==> config.mk <==
export PLATFORM = sky130hd
export DESIGN_NAME = mem_line_bridge_flat
export DESIGN_NICKNAME = d
export VERILOG_FILES = /design/src/rtl/mem_line_bridge_if.sv /design/src/rtl/mem_line_bridge.sv /design/src/flat_wrapper.sv
export SDC_FILE = /design/constraint.sdc
export NUM_CORES = 1
export LEC_CHECK = 0
export ABC_AREA = 1
export CORE_ASPECT_RATIO = 2
export CORE_MARGIN = 4
export CORE_UTILIZATION = 53
export CTS_CLUSTER_DIAMETER = 40
export DETAILED_ROUTE_END_ITERATION = 10
export HOLD_SLACK_MARGIN = 0.12
export PLACE_DENSITY_LB_ADDON = 0.08
export SYNTH_ARGS = -nofsm -noshare
export SYNTH_HDL_FRONTEND = slang
export SYNTH_SLANG_ARGS = --single-unit
==> constraint.sdc <==
create_clock -name clk_i -period 4.1 [get_ports clk_i]
set_input_delay 0.615 -clock clk_i [delete_from_list [all_inputs] [get_ports clk_i]]
set_output_delay 0.615 -clock clk_i [all_outputs]
set_load 0.01 [all_outputs]
==> src/rtl/mem_line_bridge_if.sv <==
// Bundle of the dcache line port and the 32-bit SRAM port seen by mem_line_bridge.
// slave = the bridge; master = the dcache plus SRAM side that surrounds it.
interface mem_line_bridge_if #(
  parameter int ADDR_W = 14
);
  logic               mem_enable_i;
  logic               mem_write_i;
  logic [31:0]        mem_addr_i;
  logic [255:0]       mem_data_i;
  logic [255:0]       mem_data_o;
  logic               mem_ack_o;
  logic               sram_en_o;
  logic               sram_we_o;
  logic [ADDR_W-1:0]  sram_addr_o;
  logic [31:0]        sram_wdata_o;
  logic [31:0]        sram_rdata_i;

  modport slave (
    input  mem_enable_i, mem_write_i, mem_addr_i, mem_data_i, sram_rdata_i,
    output mem_data_o, mem_ack_o, sram_en_o, sram_we_o, sram_addr_o, sram_wdata_o
  );

  modport master (
    output mem_enable_i, mem_write_i, mem_addr_i, mem_data_i, sram_rdata_i,
    input  mem_data_o, mem_ack_o, sram_en_o, sram_we_o, sram_addr_o, sram_wdata_o
  );
endinterface

==> src/rtl/mem_line_bridge.sv <==
// Splits each 256-bit cache-line request into eight sequential 32-bit SRAM
// beats and returns a one-cycle ack once the line is written or assembled.
module mem_line_bridge #(
  parameter int ADDR_W      = 14,
  parameter int WAIT_CYCLES = 0
) (
  input  logic             clk_i,
  input  logic             rst_i,
  mem_line_bridge_if.slave bus
);
  localparam int BASE_W = ADDR_W - 3;
  localparam logic [3:0] WAIT_LAST = 4'(WAIT_CYCLES - 1);

  typedef enum logic [2:0] {
    S_IDLE, S_WAIT, S_WBEAT, S_RBEAT, S_RLAST, S_DONE
  } state_t;

  state_t             state;
  logic [2:0]         beat;
  logic [3:0]         wait_cnt;
  logic               is_write;
  logic [255:0]       wline;
  logic [223:0]       rline;
  logic [BASE_W-1:0]  base;
  logic [255:0]       mem_data_q;
  logic               ack_q;
  logic               en_q;
  logic               we_q;
  logic [ADDR_W-1:0]  addr_q;
  logic [31:0]        wdata_q;

  logic [2:0]         beat_nx;
  logic [2:0]         beat_pv;
  logic [BASE_W-1:0]  req_base;
  logic               unused_addr;

  assign beat_nx     = beat + 3'd1;
  assign beat_pv     = beat - 3'd1;
  assign req_base    = bus.mem_addr_i[ADDR_W+1:5];
  assign unused_addr = ^{bus.mem_addr_i[31:ADDR_W+2], bus.mem_addr_i[4:0]};

  // Every SRAM strobe is registered one cycle ahead: the state that precedes
  // a beat loads the address/data so the beat appears on the next clock.
  always_ff @(posedge clk_i or negedge rst_i) begin
    if (!rst_i) begin
      state      <= S_IDLE;
      beat       <= '0;
      wait_cnt   <= '0;
      is_write   <= 1'b0;
      wline      <= '0;
      rline      <= '0;
      base       <= '0;
      mem_data_q <= '0;
      ack_q      <= 1'b0;
      en_q       <= 1'b0;
      we_q       <= 1'b0;
      addr_q     <= '0;
      wdata_q    <= '0;
    end else begin
      ack_q <= 1'b0;
      en_q  <= 1'b0;
      we_q  <= 1'b0;
      unique case (state)
        S_IDLE: begin
          if (bus.mem_enable_i) begin
            is_write <= bus.mem_write_i;
            wline    <= bus.mem_data_i;
            base     <= req_base;
            beat     <= '0;
            wait_cnt <= '0;
            if (WAIT_CYCLES > 0) begin
              state <= S_WAIT;
            end else begin
              state  <= bus.mem_write_i ? S_WBEAT : S_RBEAT;
              en_q   <= 1'b1;
              we_q   <= bus.mem_write_i;
              addr_q <= {req_base, 3'd0};
              if (bus.mem_write_i) wdata_q <= bus.mem_data_i[31:0];
            end
          end
        end
        S_WAIT: begin
          if (wait_cnt == WAIT_LAST) begin
            state  <= is_write ? S_WBEAT : S_RBEAT;
            en_q   <= 1'b1;
            we_q   <= is_write;
            addr_q <= {base, 3'd0};
            if (is_write) wdata_q <= wline[31:0];
          end else begin
            wait_cnt <= wait_cnt + 4'd1;
          end
        end
        S_WBEAT: begin
          if (beat == 3'd7) begin
            state <= S_DONE;
            ack_q <= 1'b1;
          end else begin
            beat    <= beat_nx;
            en_q    <= 1'b1;
            we_q    <= 1'b1;
            addr_q  <= {base, beat_nx};
            wdata_q <= wline[{beat_nx, 5'd0} +: 32];
          end
        end
        S_RBEAT: begin
          // Read data lags its strobe by one cycle, so beat k stores word k-1.
          if (beat != 3'd0) rline[{beat_pv, 5'd0} +: 32] <= bus.sram_rdata_i;
          if (beat == 3'd7) begin
            state <= S_RLAST;
          end else begin
            beat   <= beat_nx;
            en_q   <= 1'b1;
            addr_q <= {base, beat_nx};
          end
        end
        S_RLAST: begin
          mem_data_q <= {bus.sram_rdata_i, rline};
          ack_q      <= 1'b1;
          state      <= S_DONE;
        end
        S_DONE: begin
          state <= S_IDLE;
        end
        default: begin
          state <= S_IDLE;
        end
      endcase
    end
  end

  assign bus.mem_data_o   = mem_data_q;
  assign bus.mem_ack_o    = ack_q;
  assign bus.sram_en_o    = en_q;
  assign bus.sram_we_o    = we_q;
  assign bus.sram_addr_o  = addr_q;
  assign bus.sram_wdata_o = wdata_q;
endmodule

==> src/flat_wrapper.sv <==
// flat-port wrapper written by rule: the top's interface ports become plain ports
module mem_line_bridge_flat 
#(
  parameter int ADDR_W      = 14,
  parameter int WAIT_CYCLES = 0
)
  (clk_i, rst_i, bus_mem_enable_i, bus_mem_write_i, bus_mem_addr_i, bus_mem_data_i, bus_sram_rdata_i, bus_mem_data_o, bus_mem_ack_o, bus_sram_en_o, bus_sram_we_o, bus_sram_addr_o, bus_sram_wdata_o);
  mem_line_bridge_if #(.ADDR_W(ADDR_W)) bus_i ();
  input  logic clk_i;
  input  logic rst_i;
  input wire logic [$bits(bus_i.mem_enable_i)-1:0] bus_mem_enable_i;
  input wire logic [$bits(bus_i.mem_write_i)-1:0] bus_mem_write_i;
  input wire logic [$bits(bus_i.mem_addr_i)-1:0] bus_mem_addr_i;
  input wire logic [$bits(bus_i.mem_data_i)-1:0] bus_mem_data_i;
  input wire logic [$bits(bus_i.sram_rdata_i)-1:0] bus_sram_rdata_i;
  output wire logic [$bits(bus_i.mem_data_o)-1:0] bus_mem_data_o;
  output wire logic [$bits(bus_i.mem_ack_o)-1:0] bus_mem_ack_o;
  output wire logic [$bits(bus_i.sram_en_o)-1:0] bus_sram_en_o;
  output wire logic [$bits(bus_i.sram_we_o)-1:0] bus_sram_we_o;
  output wire logic [$bits(bus_i.sram_addr_o)-1:0] bus_sram_addr_o;
  output wire logic [$bits(bus_i.sram_wdata_o)-1:0] bus_sram_wdata_o;
  assign bus_i.mem_enable_i = bus_mem_enable_i;
  assign bus_i.mem_write_i = bus_mem_write_i;
  assign bus_i.mem_addr_i = bus_mem_addr_i;
  assign bus_i.mem_data_i = bus_mem_data_i;
  assign bus_i.sram_rdata_i = bus_sram_rdata_i;
  assign bus_mem_data_o = bus_i.mem_data_o;
  assign bus_mem_ack_o = bus_i.mem_ack_o;
  assign bus_sram_en_o = bus_i.sram_en_o;
  assign bus_sram_we_o = bus_i.sram_we_o;
  assign bus_sram_addr_o = bus_i.sram_addr_o;
  assign bus_sram_wdata_o = bus_i.sram_wdata_o;
  mem_line_bridge #(.ADDR_W(ADDR_W), .WAIT_CYCLES(WAIT_CYCLES)) u_core (.clk_i(clk_i), .rst_i(rst_i), .bus(bus_i));
endmodule
Fig. 1: clock routing
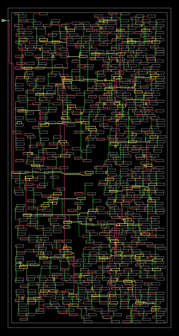
CLK BUF: 105
registers: 807
Clock Skew: 0.0240 ns

Fig. 2: metal 4
Scale: 1.5 px per um. Supply wires on this layer in gray. Cells faint in the background.
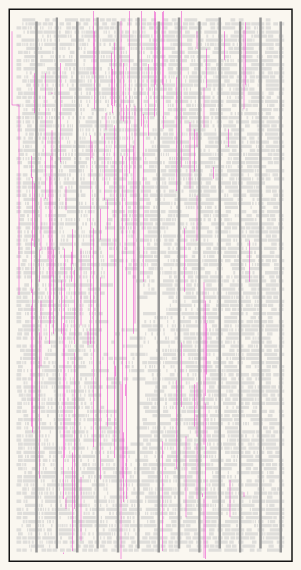
74 nets have wire on it. The longest straight run is 263 um. The wires run mostly vertical. The layer holds 5.6% of the routed length.
vias: 26,813
Detailed Route WL: 105 mm

==> GITHUB_STEP_SUMMARY <==
## Synthesis and layout report

| Metric | Value |
|---|---|
| Met2 Use GR | 0.527 |
| Status | completed |
| Sink Count | 807 |
| Fin area | 43,300 um2 |
| Post-route ant nets | 0 |
| Dpl cell area | 40,900 um2 |
| # resized after CTS | 0 |
| Layout Nets | 4,436 |
| Crit path from | u_core.beat[1] |
| Post-synth seq share | 0.591 |
| Number of non-clock buffers in the layout | 665 |
| Dominant cell type by count on the critical path | nand2_1 |
| P_int | 21,200 uW |
| Yosys Instances | 3,582 |
| Cell Type Count | 34 |
| Die W | 187 um |
| Std cell rows | 131 |
| Met2 wire length | 53.3 mm |
| Layout cells sized above 1 | 0.109 |
| Setup Viol. Count Final | 0 |
| Maximum clock rate | 317 MHz |
| Post-CTS setup buffers | 0 |
| Final Util | 0.680 |
| Power per cell area | 785 nW/um2 |
| Max-slew violation count | 0 |
| Clock group power | 7030 uW |
| Seq cells post-synth | 807 |
| Synth Instances | 3,582 |
| Area leader share | 0.591 |
| Die y size | 367 um |
No activity file was given, so power comes from the tool's default toggle rates.
